--- src/rtl/sparse_pe_stream_if.sv ---
// Operand streams in and out of one sparse PE, plus its result port.
// Latency: none (wiring only); forwarded and result fields are registered inside the PE.
// Backpressure: none; valid-qualified streams that are always accepted.
interface sparse_pe_stream_if #(
   parameter int DATA_WIDTH = 8,
   parameter int INDEX_SIZE = 3
);
   logic [DATA_WIDTH-1:0] i_up;
   logic [DATA_WIDTH-1:0] i_left;
   logic [INDEX_SIZE-1:0] index_up;
   logic [INDEX_SIZE-1:0] index_left;
   logic                  valid_up;
   logic                  valid_left;
   logic                  last_up;
   logic                  last_left;
   logic [DATA_WIDTH-1:0] o_down;
   logic [DATA_WIDTH-1:0] o_right;
   logic [INDEX_SIZE-1:0] index_down;
   logic [INDEX_SIZE-1:0] index_right;
   logic                  valid_down;
   logic                  valid_right;
   logic                  last_down;
   logic                  last_right;
   logic [DATA_WIDTH-1:0] o_result;
   logic                  o_result_valid;
   logic                  o_sat;
   logic                  busy;

   modport slave (
      input  i_up, i_left, index_up, index_left, valid_up, valid_left, last_up, last_left,
      output o_down, o_right, index_down, index_right, valid_down, valid_right,
             last_down, last_right, o_result, o_result_valid, o_sat, busy
   );

   modport master (
      output i_up, i_left, index_up, index_left, valid_up, valid_left, last_up, last_left,
      input  o_down, o_right, index_down, index_right, valid_down, valid_right,
             last_down, last_right, o_result, o_result_valid, o_sat, busy
   );
endinterface

--- src/rtl/sparse_pe_stream.sv ---
// Sparse dot-product PE: matches (index,value) streams from up/left, accumulates products per tile.
// Latency: forwarded operands 1 cycle; result strobe 1 cycle after the edge where both sides are done.
// Backpressure: none; every valid element is consumed or forwarded, done sides ignore further input.
module sparse_pe_stream #(
   parameter int DATA_WIDTH  = 8,
   parameter int FRAC_BITS   = 4,
   parameter int INDEX_SIZE  = 3,
   parameter int ACC_WIDTH   = 16,
   parameter int CACHE_DEPTH = 4
) (
   input  logic               clk,
   input  logic               rst,
   sparse_pe_stream_if.slave  pe
);
   localparam int PROD_W = 2 * DATA_WIDTH;
   localparam int SUM_W  = ((ACC_WIDTH > PROD_W) ? ACC_WIDTH : PROD_W) + 2;
   localparam logic [SUM_W-1:0] ACC_MAX = {{(SUM_W-ACC_WIDTH){1'b0}}, {ACC_WIDTH{1'b1}}};
   localparam logic [SUM_W-1:0] RES_MAX = {{(SUM_W-DATA_WIDTH){1'b0}}, {DATA_WIDTH{1'b1}}};

   // Windows hold the most recent accepted elements; slot 0 is the newest.
   logic [CACHE_DEPTH-1:0][INDEX_SIZE-1:0] uwin_idx_q, lwin_idx_q;
   logic [CACHE_DEPTH-1:0][DATA_WIDTH-1:0] uwin_val_q, lwin_val_q;
   logic [CACHE_DEPTH-1:0]                 uwin_vld_q, lwin_vld_q;
   logic [ACC_WIDTH-1:0]  acc_q, acc_d;
   logic                  acc_sat_q, acc_sat_d;
   logic                  done_up_q, done_up_d, done_left_q, done_left_d;
   logic                  busy_q, busy_d;
   logic [DATA_WIDTH-1:0] res_q, res_d;
   logic                  res_vld_q, res_sat_q, res_sat_d;
   logic [DATA_WIDTH-1:0] fwd_dn_q, fwd_rt_q;
   logic [INDEX_SIZE-1:0] fwd_dn_idx_q, fwd_rt_idx_q;
   logic                  fwd_dn_vld_q, fwd_rt_vld_q, fwd_dn_last_q, fwd_rt_last_q;

   logic                  up_acc, left_acc, complete;
   logic [PROD_W-1:0]     p_direct, p_upwin, p_leftwin;
   logic [SUM_W-1:0]      sum, acc_ext;

   function automatic logic [PROD_W-1:0] fx_mul(input logic [DATA_WIDTH-1:0] a,
                                                input logic [DATA_WIDTH-1:0] b);
      logic [PROD_W-1:0] full;
      full = {{DATA_WIDTH{1'b0}}, a} * {{DATA_WIDTH{1'b0}}, b};
      return full >> FRAC_BITS;
   endfunction

   // Match the new elements against each other and against the other side's pre-shift window.
   always_comb begin
      up_acc    = pe.valid_up & ~done_up_q;
      left_acc  = pe.valid_left & ~done_left_q;
      p_direct  = '0;
      p_upwin   = '0;
      p_leftwin = '0;
      if (up_acc && left_acc && (pe.index_up == pe.index_left))
         p_direct = fx_mul(pe.i_up, pe.i_left);
      for (int k = 0; k < CACHE_DEPTH; k++) begin
         if (up_acc && lwin_vld_q[k] && (lwin_idx_q[k] == pe.index_up))
            p_upwin = fx_mul(pe.i_up, lwin_val_q[k]);
         if (left_acc && uwin_vld_q[k] && (uwin_idx_q[k] == pe.index_left))
            p_leftwin = fx_mul(uwin_val_q[k], pe.i_left);
      end
   end

   // Saturating accumulate, tile completion and result formatting.
   always_comb begin
      sum = SUM_W'(acc_q) + SUM_W'(p_direct) + SUM_W'(p_upwin) + SUM_W'(p_leftwin);
      acc_sat_d = acc_sat_q | (sum > ACC_MAX);
      acc_d     = acc_sat_d ? {ACC_WIDTH{1'b1}} : sum[ACC_WIDTH-1:0];
      acc_ext   = SUM_W'(acc_d);
      done_up_d   = done_up_q | (up_acc & pe.last_up);
      done_left_d = done_left_q | (left_acc & pe.last_left);
      complete    = done_up_d & done_left_d;
      res_d       = (acc_ext > RES_MAX) ? {DATA_WIDTH{1'b1}} : acc_d[DATA_WIDTH-1:0];
      res_sat_d   = acc_sat_d | (acc_ext > RES_MAX);
      busy_d      = (busy_q | up_acc | left_acc) & ~complete;
   end

   // Pass-through registers: operands travel on regardless of compute state.
   always_ff @(posedge clk or posedge rst) begin
      if (rst) begin
         fwd_dn_q <= '0; fwd_dn_idx_q <= '0; fwd_dn_vld_q <= 1'b0; fwd_dn_last_q <= 1'b0;
         fwd_rt_q <= '0; fwd_rt_idx_q <= '0; fwd_rt_vld_q <= 1'b0; fwd_rt_last_q <= 1'b0;
      end else begin
         fwd_dn_q <= pe.i_up;   fwd_dn_idx_q <= pe.index_up;
         fwd_dn_vld_q <= pe.valid_up; fwd_dn_last_q <= pe.last_up;
         fwd_rt_q <= pe.i_left; fwd_rt_idx_q <= pe.index_left;
         fwd_rt_vld_q <= pe.valid_left; fwd_rt_last_q <= pe.last_left;
      end
   end

   // Tile state: windows, accumulator, done flags; everything clears when a tile completes.
   always_ff @(posedge clk or posedge rst) begin
      if (rst) begin
         uwin_idx_q <= '0; uwin_val_q <= '0; uwin_vld_q <= '0;
         lwin_idx_q <= '0; lwin_val_q <= '0; lwin_vld_q <= '0;
         acc_q <= '0; acc_sat_q <= 1'b0;
         done_up_q <= 1'b0; done_left_q <= 1'b0;
      end else if (complete) begin
         uwin_idx_q <= '0; uwin_val_q <= '0; uwin_vld_q <= '0;
         lwin_idx_q <= '0; lwin_val_q <= '0; lwin_vld_q <= '0;
         acc_q <= '0; acc_sat_q <= 1'b0;
         done_up_q <= 1'b0; done_left_q <= 1'b0;
      end else begin
         acc_q <= acc_d; acc_sat_q <= acc_sat_d;
         done_up_q <= done_up_d; done_left_q <= done_left_d;
         if (up_acc) begin
            for (int k = CACHE_DEPTH-1; k > 0; k--) begin
               uwin_idx_q[k] <= uwin_idx_q[k-1];
               uwin_val_q[k] <= uwin_val_q[k-1];
               uwin_vld_q[k] <= uwin_vld_q[k-1];
            end
            uwin_idx_q[0] <= pe.index_up; uwin_val_q[0] <= pe.i_up; uwin_vld_q[0] <= 1'b1;
         end
         if (left_acc) begin
            for (int k = CACHE_DEPTH-1; k > 0; k--) begin
               lwin_idx_q[k] <= lwin_idx_q[k-1];
               lwin_val_q[k] <= lwin_val_q[k-1];
               lwin_vld_q[k] <= lwin_vld_q[k-1];
            end
            lwin_idx_q[0] <= pe.index_left; lwin_val_q[0] <= pe.i_left; lwin_vld_q[0] <= 1'b1;
         end
      end
   end

   // Result registers: strobe for one cycle, value and saturation flag hold until the next tile.
   always_ff @(posedge clk or posedge rst) begin
      if (rst) begin
         res_q <= '0; res_vld_q <= 1'b0; res_sat_q <= 1'b0; busy_q <= 1'b0;
      end else begin
         res_vld_q <= complete;
         busy_q    <= busy_d;
         if (complete) begin
            res_q     <= res_d;
            res_sat_q <= res_sat_d;
         end
      end
   end

   assign pe.o_down         = fwd_dn_q;
   assign pe.index_down     = fwd_dn_idx_q;
   assign pe.valid_down     = fwd_dn_vld_q;
   assign pe.last_down      = fwd_dn_last_q;
   assign pe.o_right        = fwd_rt_q;
   assign pe.index_right    = fwd_rt_idx_q;
   assign pe.valid_right    = fwd_rt_vld_q;
   assign pe.last_right     = fwd_rt_last_q;
   assign pe.o_result       = res_q;
   assign pe.o_result_valid = res_vld_q;
   assign pe.o_sat          = res_sat_q;
   assign pe.busy           = busy_q;
endmodule

--- src/flat_wrapper.sv ---
// flat-port wrapper written by rule: the top's interface ports become plain ports
module sparse_pe_stream_flat 
#(
   parameter int DATA_WIDTH  = 8,
   parameter int FRAC_BITS   = 4,
   parameter int INDEX_SIZE  = 3,
   parameter int ACC_WIDTH   = 16,
   parameter int CACHE_DEPTH = 4
)
  (clk, rst, pe_i_up, pe_i_left, pe_index_up, pe_index_left, pe_valid_up, pe_valid_left, pe_last_up, pe_last_left, pe_o_down, pe_o_right, pe_index_down, pe_index_right, pe_valid_down, pe_valid_right, pe_last_down, pe_last_right, pe_o_result, pe_o_result_valid, pe_o_sat, pe_busy);
  sparse_pe_stream_if #(.DATA_WIDTH(DATA_WIDTH), .INDEX_SIZE(INDEX_SIZE)) pe_i ();
  input  logic clk;
  input  logic rst;
  input wire logic [$bits(pe_i.i_up)-1:0] pe_i_up;
  input wire logic [$bits(pe_i.i_left)-1:0] pe_i_left;
  input wire logic [$bits(pe_i.index_up)-1:0] pe_index_up;
  input wire logic [$bits(pe_i.index_left)-1:0] pe_index_left;
  input wire logic [$bits(pe_i.valid_up)-1:0] pe_valid_up;
  input wire logic [$bits(pe_i.valid_left)-1:0] pe_valid_left;
  input wire logic [$bits(pe_i.last_up)-1:0] pe_last_up;
  input wire logic [$bits(pe_i.last_left)-1:0] pe_last_left;
  output wire logic [$bits(pe_i.o_down)-1:0] pe_o_down;
  output wire logic [$bits(pe_i.o_right)-1:0] pe_o_right;
  output wire logic [$bits(pe_i.index_down)-1:0] pe_index_down;
  output wire logic [$bits(pe_i.index_right)-1:0] pe_index_right;
  output wire logic [$bits(pe_i.valid_down)-1:0] pe_valid_down;
  output wire logic [$bits(pe_i.valid_right)-1:0] pe_valid_right;
  output wire logic [$bits(pe_i.last_down)-1:0] pe_last_down;
  output wire logic [$bits(pe_i.last_right)-1:0] pe_last_right;
  output wire logic [$bits(pe_i.o_result)-1:0] pe_o_result;
  output wire logic [$bits(pe_i.o_result_valid)-1:0] pe_o_result_valid;
  output wire logic [$bits(pe_i.o_sat)-1:0] pe_o_sat;
  output wire logic [$bits(pe_i.busy)-1:0] pe_busy;
  assign pe_i.i_up = pe_i_up;
  assign pe_i.i_left = pe_i_left;
  assign pe_i.index_up = pe_index_up;
  assign pe_i.index_left = pe_index_left;
  assign pe_i.valid_up = pe_valid_up;
  assign pe_i.valid_left = pe_valid_left;
  assign pe_i.last_up = pe_last_up;
  assign pe_i.last_left = pe_last_left;
  assign pe_o_down = pe_i.o_down;
  assign pe_o_right = pe_i.o_right;
  assign pe_index_down = pe_i.index_down;
  assign pe_index_right = pe_i.index_right;
  assign pe_valid_down = pe_i.valid_down;
  assign pe_valid_right = pe_i.valid_right;
  assign pe_last_down = pe_i.last_down;
  assign pe_last_right = pe_i.last_right;
  assign pe_o_result = pe_i.o_result;
  assign pe_o_result_valid = pe_i.o_result_valid;
  assign pe_o_sat = pe_i.o_sat;
  assign pe_busy = pe_i.busy;
  sparse_pe_stream #(.DATA_WIDTH(DATA_WIDTH), .FRAC_BITS(FRAC_BITS), .INDEX_SIZE(INDEX_SIZE), .ACC_WIDTH(ACC_WIDTH), .CACHE_DEPTH(CACHE_DEPTH)) u_core (.clk(clk), .rst(rst), .pe(pe_i));
endmodule
--- config.mk ---
export PLATFORM = sky130hd
export DESIGN_NAME = sparse_pe_stream_flat
export DESIGN_NICKNAME = d
export VERILOG_FILES = /design/src/rtl/sparse_pe_stream_if.sv /design/src/rtl/sparse_pe_stream.sv /design/src/flat_wrapper.sv
export SDC_FILE = /design/constraint.sdc
export NUM_CORES = 2
export LEC_CHECK = 0
export CORE_MARGIN = 3
export CORE_UTILIZATION = 30
export DETAILED_ROUTE_END_ITERATION = 12
export SYNTH_ARGS = -nofsm -noshare
export SYNTH_HDL_FRONTEND = slang
export SYNTH_SLANG_ARGS = --single-unit
--- constraint.sdc ---
create_clock -name clk -period 8.76 [get_ports clk]
set_input_delay 1.752 -clock clk [delete_from_list [all_inputs] [get_ports clk]]
set_output_delay 1.752 -clock clk [all_outputs]
set_load 0.01 [all_outputs]
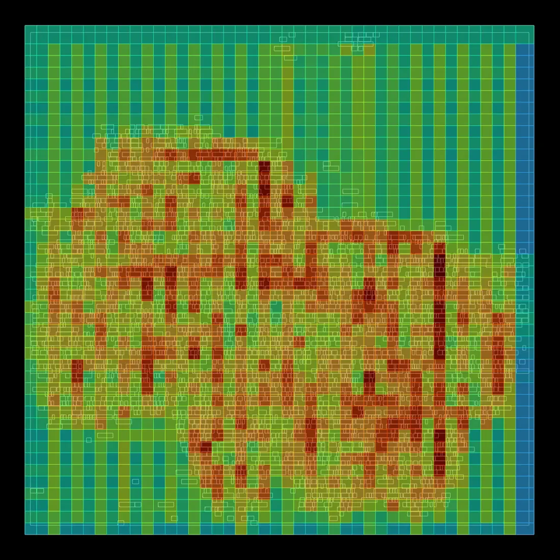
*Routing congestion map*
GR Util met2: 27.3%
met3 global-route usage: 3.17%
mean routed wirelength per cell: 16.5 µm
met1 global-route usage: 22.8%

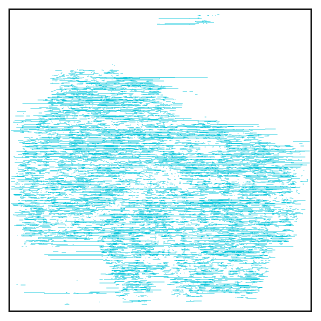
*Met1 routing*
Scale: 1 px per µm.
main direction: horizontal
nets with wire on the layer: 3729

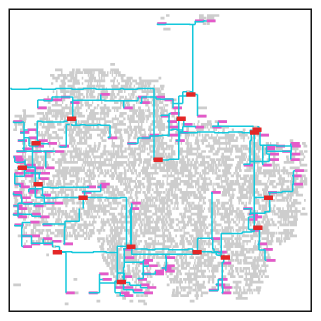
*Clock wires, drivers and flops*
Scale: 1 px per µm.
[cells driving clock nets] red | count: 17
[clock wires] cyan | length: 3440 µm
[flip-flops] magenta | count: 152
routed clock nets: 18

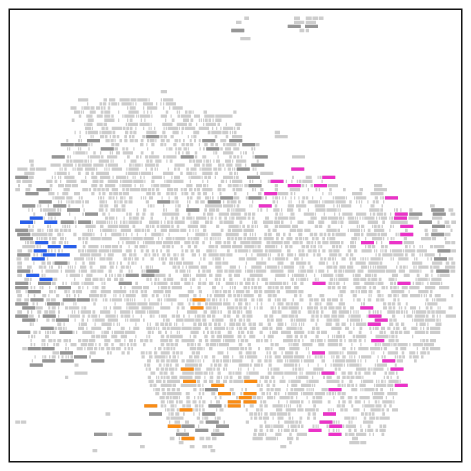
*Register map, names as in the netlist*
Scale: 1.5 px per µm. Other sequential cells in the stronger gray, the rest of the logic in the fainter gray.
[u_core.lwin_val_q] magenta | sequential cells: 32
[u_core.uwin_idx_q] blue | sequential cells: 12 | where: left middle
[u_core.acc_q] orange | sequential cells: 16 | where: bottom middle
not colored: 92

==> tab_implementation.tex <==
% Yosys + OpenROAD metrics
\begin{tabular}{lr}
\hline
Metric & Value \\
\hline
\multicolumn{2}{l}{\textbf{Detailed routing}} \\
\quad Detailed-route vias per instance & 4.79 \\
\quad Routed Antenna Nets & 0 \\
\quad Post-route DRC violation count & 0 \\
\quad Detailed-route via count & 21596 \\
\quad Pre-Repair DR Iteration Count & 5 \\
\quad DRC violation total after the first TritonRoute iteration & 1337 \\
\multicolumn{2}{l}{\textbf{Status}} \\
\quad Status & finished, final reports clean \\
\multicolumn{2}{l}{\textbf{Run}} \\
\quad Number of max-cap violations & 0 \\
\quad Tool warnings & 30 \\
\multicolumn{2}{l}{\textbf{Synthesis}} \\
\quad Dominant register cell in the synthesized netlist & dfrtp\_1 \\
\quad Average size of a mapped cell & 8.55 µm² \\
\quad Flops \& latches, synth & 152 \\
\quad Multiplexer area fraction after synthesis & 0.197\% \\
\quad Area fraction in full adders, half adders and majority gates & 41.4\% \\
\quad Post-synthesis cell area & 26000 µm² \\
\multicolumn{2}{l}{\textbf{Die}} \\
\quad Starting density of the core & 30.4\% \\
\quad Overall die width & 301 µm \\
\quad Die outline area & 90400 µm² \\
\quad Number of well taps & 1144 \\
\quad Row cnt & 107 \\
\quad I/O Pins & 65 \\
\quad Core area & 85700 µm² \\
\multicolumn{2}{l}{\textbf{Pwr}} \\
\quad Total power consumption of the routed design & 5.77 mW \\
\quad Logic power comb & 3.89 mW \\
\quad Static leakage power & 16.1 nW \\
\quad Seq power & 1.03 mW \\
\quad Share of total power in sequential cells & 17.8\% \\
\quad Top power group & combinational cells \\
\quad Power per unit of standard cell area & 181 nW/µm² \\
\quad Clock network fraction of total power & 14.8\% \\
\multicolumn{2}{l}{\textbf{Critical path}} \\
\quad Destination of the worst register-to-register timing path & u\_core.pe.o\_result[5] \\
\quad Element type at the critical path start & input port \\
\quad Peak fanout along the critical path & 6 \\
\quad Reg-to-reg slack, setup & 1.00 ns \\
\quad Critical path class & input port to flip-flop \\
\quad Worst stage delay on the critical path & 0.56 ns \\
\quad Cell family with most CP delay & adder cells \\
\multicolumn{2}{l}{\textbf{Cells and area}} \\
\quad Number of buffers outside the clock class in the layout & 456 \\
\quad Seq area share & 11.9\% \\
\quad Non-clock inverter instance count of the final layout & 444 \\
\quad Combinational Area & 20400 µm² \\
\quad Comb/total area & 63.9\% \\
\quad Count of multi-input gates & 2282 \\
\quad Final core area utilization & 37.3\% \\
\quad Filler Cells Inserted & 8822 \\
\multicolumn{2}{l}{\textbf{Clock network}} \\
\quad Number of clock sinks & 152 \\
\quad Root buf cell & clkbuf\_16 \\
\quad TritonCTS clock tree & built \\
\quad Post-CTS sizing & 70 \\
\quad Maximum level of the CTS H-tree & 4 \\
\quad Post-CTS Setup Inserts & 13 \\
\multicolumn{2}{l}{\textbf{STA}} \\
\quad Final clock skew & 0.0308 ns \\
\quad Aggregate negative setup slack & 0 ns \\
\quad Max\_slew headroom & 25.9\% \\
\quad Fmax & 114 MHz \\
\quad Minimum period implied by the final worst setup slack & 8.75 ns \\
\multicolumn{2}{l}{\textbf{Placed design}} \\
\quad Gp weighted congestion & 0.866 \\
\quad DP Wirelength & 56.1 mm \\
\multicolumn{2}{l}{\textbf{Hold path}} \\
\quad WHS Endpoint & u\_core.pe.busy \\
\quad Cell count of the worst hold path & 2 \\
\quad Min-Delay Startpoint & u\_core.pe.busy \\
\multicolumn{2}{l}{\textbf{GRT}} \\
\quad Vias in the first global route & 22080 \\
\hline
\end{tabular}
-- worst min-delay path: stages (launching register included) --
cell and delay [ns]:
dfrtp_1 0.35, nor3_1 0.05, nor2_1 0.07
-- stage by stage --
stage,hold WS [ns],setup slack [ns]
2_1_floorplan,0.488,-0.125
3_3_place_gp,0.493,-0.822
3_5_place_dp,0.496,-0.849
4_1_cts,0.516,0.00236
5_1_grt,0.553,-0.243
6_report,0.514,0.00589
-- cell usage in the layout (no fill, tap or decap), drive strengths merged, types with 87 or more instances in the layout --
master and instances:
a21oi 205, and2 335, buf 390, dfrtp 152, fa 338, ha 321, inv 450, nand2 460
nor2 105, xnor2 87
-- per-layer routing --
layer / track usage (%) / share of wire (%)
met5: 0 / 0
met2: 27.3 / 47
met4: 4.72 / 2.6
met1: 22.8 / 45
met3: 3.17 / 5.2
No activity file was given, so power comes from the tool's default toggle rates.
